==> config.mk <==
export PLATFORM = sky130hd
export DESIGN_NAME = trig_delay_gen
export DESIGN_NICKNAME = d
export VERILOG_FILES = /design/src/rtl/trig_gen_pkg.sv /design/src/rtl/trig_delay_ch.sv /design/src/rtl/trig_delay_gen.sv
export SDC_FILE = /design/constraint.sdc
export NUM_CORES = 1
export LEC_CHECK = 0
export CORE_MARGIN = 5
export CORE_UTILIZATION = 35
export CTS_CLUSTER_SIZE = 28
export DETAILED_ROUTE_END_ITERATION = 10
export GPL_TIMING_DRIVEN = 0
export MAX_ROUTING_LAYER = met4
export PLACE_DENSITY_LB_ADDON = 0.25
export SLEW_MARGIN = 20
export SYNTH_ARGS = -nofsm -noshare
export SYNTH_HDL_FRONTEND = slang
export SYNTH_SLANG_ARGS = --single-unit
export TNS_END_PERCENT = 30
==> constraint.sdc <==
create_clock -name clk -period 12.6 [get_ports clk]
set_clock_uncertainty 0.2 [all_clocks]
set_input_delay 2.52 -clock clk [delete_from_list [all_inputs] [get_ports clk]]
set_output_delay 2.52 -clock clk [all_outputs]
set_load 0.01 [all_outputs]
==> src/rtl/trig_gen_pkg.sv <==
// Shared definitions for the trigger delay generator: source-select codes,
// per-channel FSM encoding and the saturating drop-counter helper.
package trig_gen_pkg;

  localparam logic [1:0] MODE_EXT = 2'd0;
  localparam logic [1:0] MODE_INT = 2'd1;
  localparam logic [1:0] MODE_CH0 = 2'd2;
  localparam logic [1:0] MODE_OR  = 2'd3;

  localparam int DROP_W = 16;

  typedef enum logic [1:0] {
    ST_IDLE  = 2'd0,
    ST_DELAY = 2'd1,
    ST_PULSE = 2'd2
  } ch_state_e;

  // Up to 16 channels can reject in one cycle, hence a 5-bit increment.
  function automatic logic [DROP_W-1:0] sat_add16(input logic [DROP_W-1:0] a,
                                                  input logic [4:0]        b);
    logic [DROP_W:0] s;
    s = {1'b0, a} + {{(DROP_W-4){1'b0}}, b};
    return s[DROP_W] ? {DROP_W{1'b1}} : s[DROP_W-1:0];
  endfunction

endpackage

==> src/rtl/trig_delay_ch.sv <==
// One L1 channel: rising-edge detect, delay/width sequencing and a per-cycle
// reject flag for edges that cannot be serviced.
//
// state    | meaning
// ---------+----------------------------------------------------------
// ST_IDLE  | waiting for an accepted rising edge
// ST_DELAY | counting the latched delay down; busy aborts to ST_IDLE
// ST_PULSE | pulse output high while the latched width counts down
module trig_delay_ch
  import trig_gen_pkg::*;
#(
  parameter int CNT_W = 14
) (
  input  logic             clk,
  input  logic             RST,
  input  logic             l1,
  input  logic             en,
  input  logic             busy,
  input  logic [CNT_W-1:0] delay,
  input  logic [CNT_W-1:0] width,
  output logic             pulse,
  output logic             reject
);

  localparam logic [CNT_W-1:0] ONE = CNT_W'(1);

  ch_state_e        state, state_nxt;
  logic             l1_q;
  logic             rise;
  logic [CNT_W-1:0] cnt, cnt_nxt;
  logic [CNT_W-1:0] wid_lat, wid_nxt;

  assign rise = l1 & ~l1_q;

  always_comb begin
    state_nxt = state;
    cnt_nxt   = cnt;
    wid_nxt   = wid_lat;
    reject    = 1'b0;
    case (state)
      ST_IDLE: begin
        if (rise) begin
          if (en && !busy) begin
            state_nxt = ST_DELAY;
            cnt_nxt   = delay;
            // Width 0 is treated as a single-cycle pulse.
            wid_nxt   = (width == '0) ? '0 : width - ONE;
          end else begin
            reject = 1'b1;
          end
        end
      end
      ST_DELAY: begin
        reject = rise;
        if (busy) begin
          state_nxt = ST_IDLE;
        end else if (cnt == '0) begin
          state_nxt = ST_PULSE;
          cnt_nxt   = wid_lat;
        end else begin
          cnt_nxt = cnt - ONE;
        end
      end
      ST_PULSE: begin
        reject = rise;
        if (cnt == '0) begin
          state_nxt = ST_IDLE;
        end else begin
          cnt_nxt = cnt - ONE;
        end
      end
      default: state_nxt = ST_IDLE;
    endcase
  end

  // Pulse is a dedicated flop so the output never sees state-decode glitches.
  always_ff @(posedge clk) begin
    if (RST) begin
      state   <= ST_IDLE;
      l1_q    <= 1'b0;
      cnt     <= '0;
      wid_lat <= '0;
      pulse   <= 1'b0;
    end else begin
      state   <= state_nxt;
      l1_q    <= l1;
      cnt     <= cnt_nxt;
      wid_lat <= wid_nxt;
      pulse   <= (state_nxt == ST_PULSE);
    end
  end

endmodule

==> src/rtl/trig_delay_gen.sv <==
// Trigger delay generator: NCH delayed L1 channels, internal periodic trigger,
// source-selected registered trigger and reject counter. Define
// TRIG_DELAY_GEN_PPS_EN to build the pulse-per-second divider.
module trig_delay_gen
  import trig_gen_pkg::*;
#(
  parameter int NCH        = 4,
  parameter int CNT_W      = 14,
  parameter int INT_PERIOD = 10000,
  parameter int PPS_DIV    = 5000000
) (
  input  logic               clk,
  input  logic               RST,
  input  logic [NCH-1:0]     l1_in,
  input  logic               ext_trg,
  input  logic               busy,
  input  logic [1:0]         mode,
  input  logic [NCH-1:0]     ch_en,
  input  logic [NCH*CNT_W-1:0] delay,
  input  logic [NCH*CNT_W-1:0] width,
  output logic               trg_out,
  output logic [NCH-1:0]     ch_pulse,
  output logic               int_trg,
  output logic [15:0]        drop_cnt,
  output logic               pps
);

  localparam int INT_W = $clog2(INT_PERIOD);
  localparam logic [INT_W-1:0] INT_LAST = INT_W'(INT_PERIOD - 1);

  logic [NCH-1:0]   reject;
  logic [4:0]       rej_sum;
  logic [INT_W-1:0] int_cnt;
  logic             src;

  for (genvar gi = 0; gi < NCH; gi++) begin : g_ch
    trig_delay_ch #(
      .CNT_W (CNT_W)
    ) u_ch (
      .clk    (clk),
      .RST    (RST),
      .l1     (l1_in[gi]),
      .en     (ch_en[gi]),
      .busy   (busy),
      .delay  (delay[gi*CNT_W +: CNT_W]),
      .width  (width[gi*CNT_W +: CNT_W]),
      .pulse  (ch_pulse[gi]),
      .reject (reject[gi])
    );
  end

  always_comb begin
    rej_sum = '0;
    for (int i = 0; i < NCH; i++) begin
      rej_sum = rej_sum + 5'(reject[i]);
    end
  end

  always_ff @(posedge clk) begin
    if (RST) begin
      drop_cnt <= '0;
    end else begin
      drop_cnt <= sat_add16(drop_cnt, rej_sum);
    end
  end

  // Period counter runs from 0 so the first int_trg lands at INT_PERIOD-1.
  always_ff @(posedge clk) begin
    if (RST) begin
      int_cnt <= '0;
      int_trg <= 1'b0;
    end else begin
      int_trg <= (int_cnt == INT_LAST);
      int_cnt <= (int_cnt == INT_LAST) ? '0 : int_cnt + INT_W'(1);
    end
  end

  always_comb begin
    src = 1'b0;
    case (mode)
      MODE_EXT: src = ext_trg;
      MODE_INT: src = int_trg;
      MODE_CH0: src = ch_pulse[0];
      MODE_OR:  src = |ch_pulse;
    endcase
  end

  always_ff @(posedge clk) begin
    if (RST) begin
      trg_out <= 1'b0;
    end else begin
      trg_out <= src;
    end
  end

`ifdef TRIG_DELAY_GEN_PPS_EN
  localparam int PPS_W = (PPS_DIV > 1) ? $clog2(PPS_DIV) : 1;
  localparam logic [PPS_W-1:0] PPS_LAST = PPS_W'(PPS_DIV - 1);

  logic [PPS_W-1:0] pps_cnt;
  logic             pps_q;

  always_ff @(posedge clk) begin
    if (RST) begin
      pps_cnt <= '0;
      pps_q   <= 1'b0;
    end else if (pps_cnt == PPS_LAST) begin
      pps_cnt <= '0;
      pps_q   <= ~pps_q;
    end else begin
      pps_cnt <= pps_cnt + PPS_W'(1);
    end
  end

  assign pps = pps_q;
`else
  // PPS_DIV stays referenced so builds without the divider keep the same
  // parameter list; the output is tied low.
  localparam logic PPS_DIV_VALID = (PPS_DIV > 0);
  assign pps = PPS_DIV_VALID & 1'b0;
`endif

endmodule
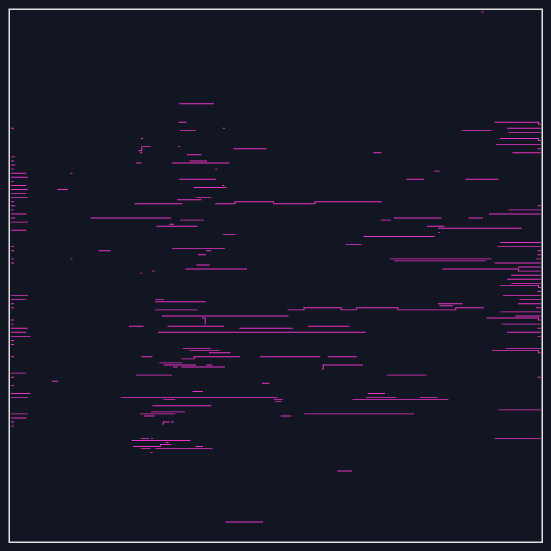
Figure 1: met3 routing.
Scale: 3 px per µm.
The longest straight run is 69.0 µm. The layer holds 5.5% of the routed length. 157 nets have wire on it. The layer carries 1680 µm of wire.

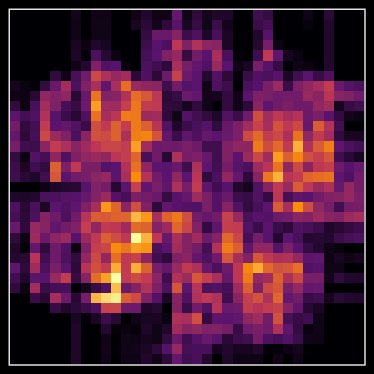
Figure 2: wiring heat map.
Scale: 2 px per µm. The die is cut into 35 by 35 equal tiles; black is low, pale yellow is high, scaled to the fullest tile. Values are wire area over tile area, all layers added.
18% of the tiles are nearly empty. The fullest tile reaches 0.61. 14% of the tiles are over half the peak. The mean over all tiles is 0.16.

==> results.cfg <==
; generated from flow reports
[floorplan]
coreArea_um2 = 27710
nWellTaps = 378

[timing]
setup_viol = 0
final_max_slew_viol_count = 0
whs_ps = 262.5
fin_crit_ps = 7251
worst_pin_slew_ps = 959.2

[place]
hpwlAfterDp_um = 23390
dp_slack_ps = 4857

[cells_and_area]
area_growth_pct = 25.75
final-clk-cell-share_pct = 4.743
ff_count = 160
nFillCells = 2767
lay_top_count = nor2_1
seq_area_um2 = 3203
multiInputCombCellCount = 927
layoutNonFillerInstCount = 1773
nNonClkInverters = 53

[drt]
drt-met1-wl_um = 14270
routed_wl_um = 30760
via_per_inst = 5.455

[synthesis]
adder_share_pct = 3.942
synthArstFlopShare_pct = 0
synth_cells = 1218
synthSimpleGateAreaFrac_pct = 24.90
seq_area_frac_synth_pct = 32.76
ff_type = dfxtp_1
ys.flops = 160

[pwr]
switchingPower_w = 0.0004504

[hold_path]
holdPathStages = 1
hp-start = int_cnt[0]$_SDFF_PP0_

[worst_setup_path]
worstSetupStartpointType = input pin
r2r_slack_ps = 7710
end_kind = flop
slowest_delay_ps = 810
crit_family = buffers and inverters
crit_cells = 14
reg2reg_depth = 14

[outcome]
status = finished clean

[global_route]
grt_pass1_vias = 9267
grt_start_max_net_pins = 17

[cts]
htree_levels = 4
cts.sinks = 160
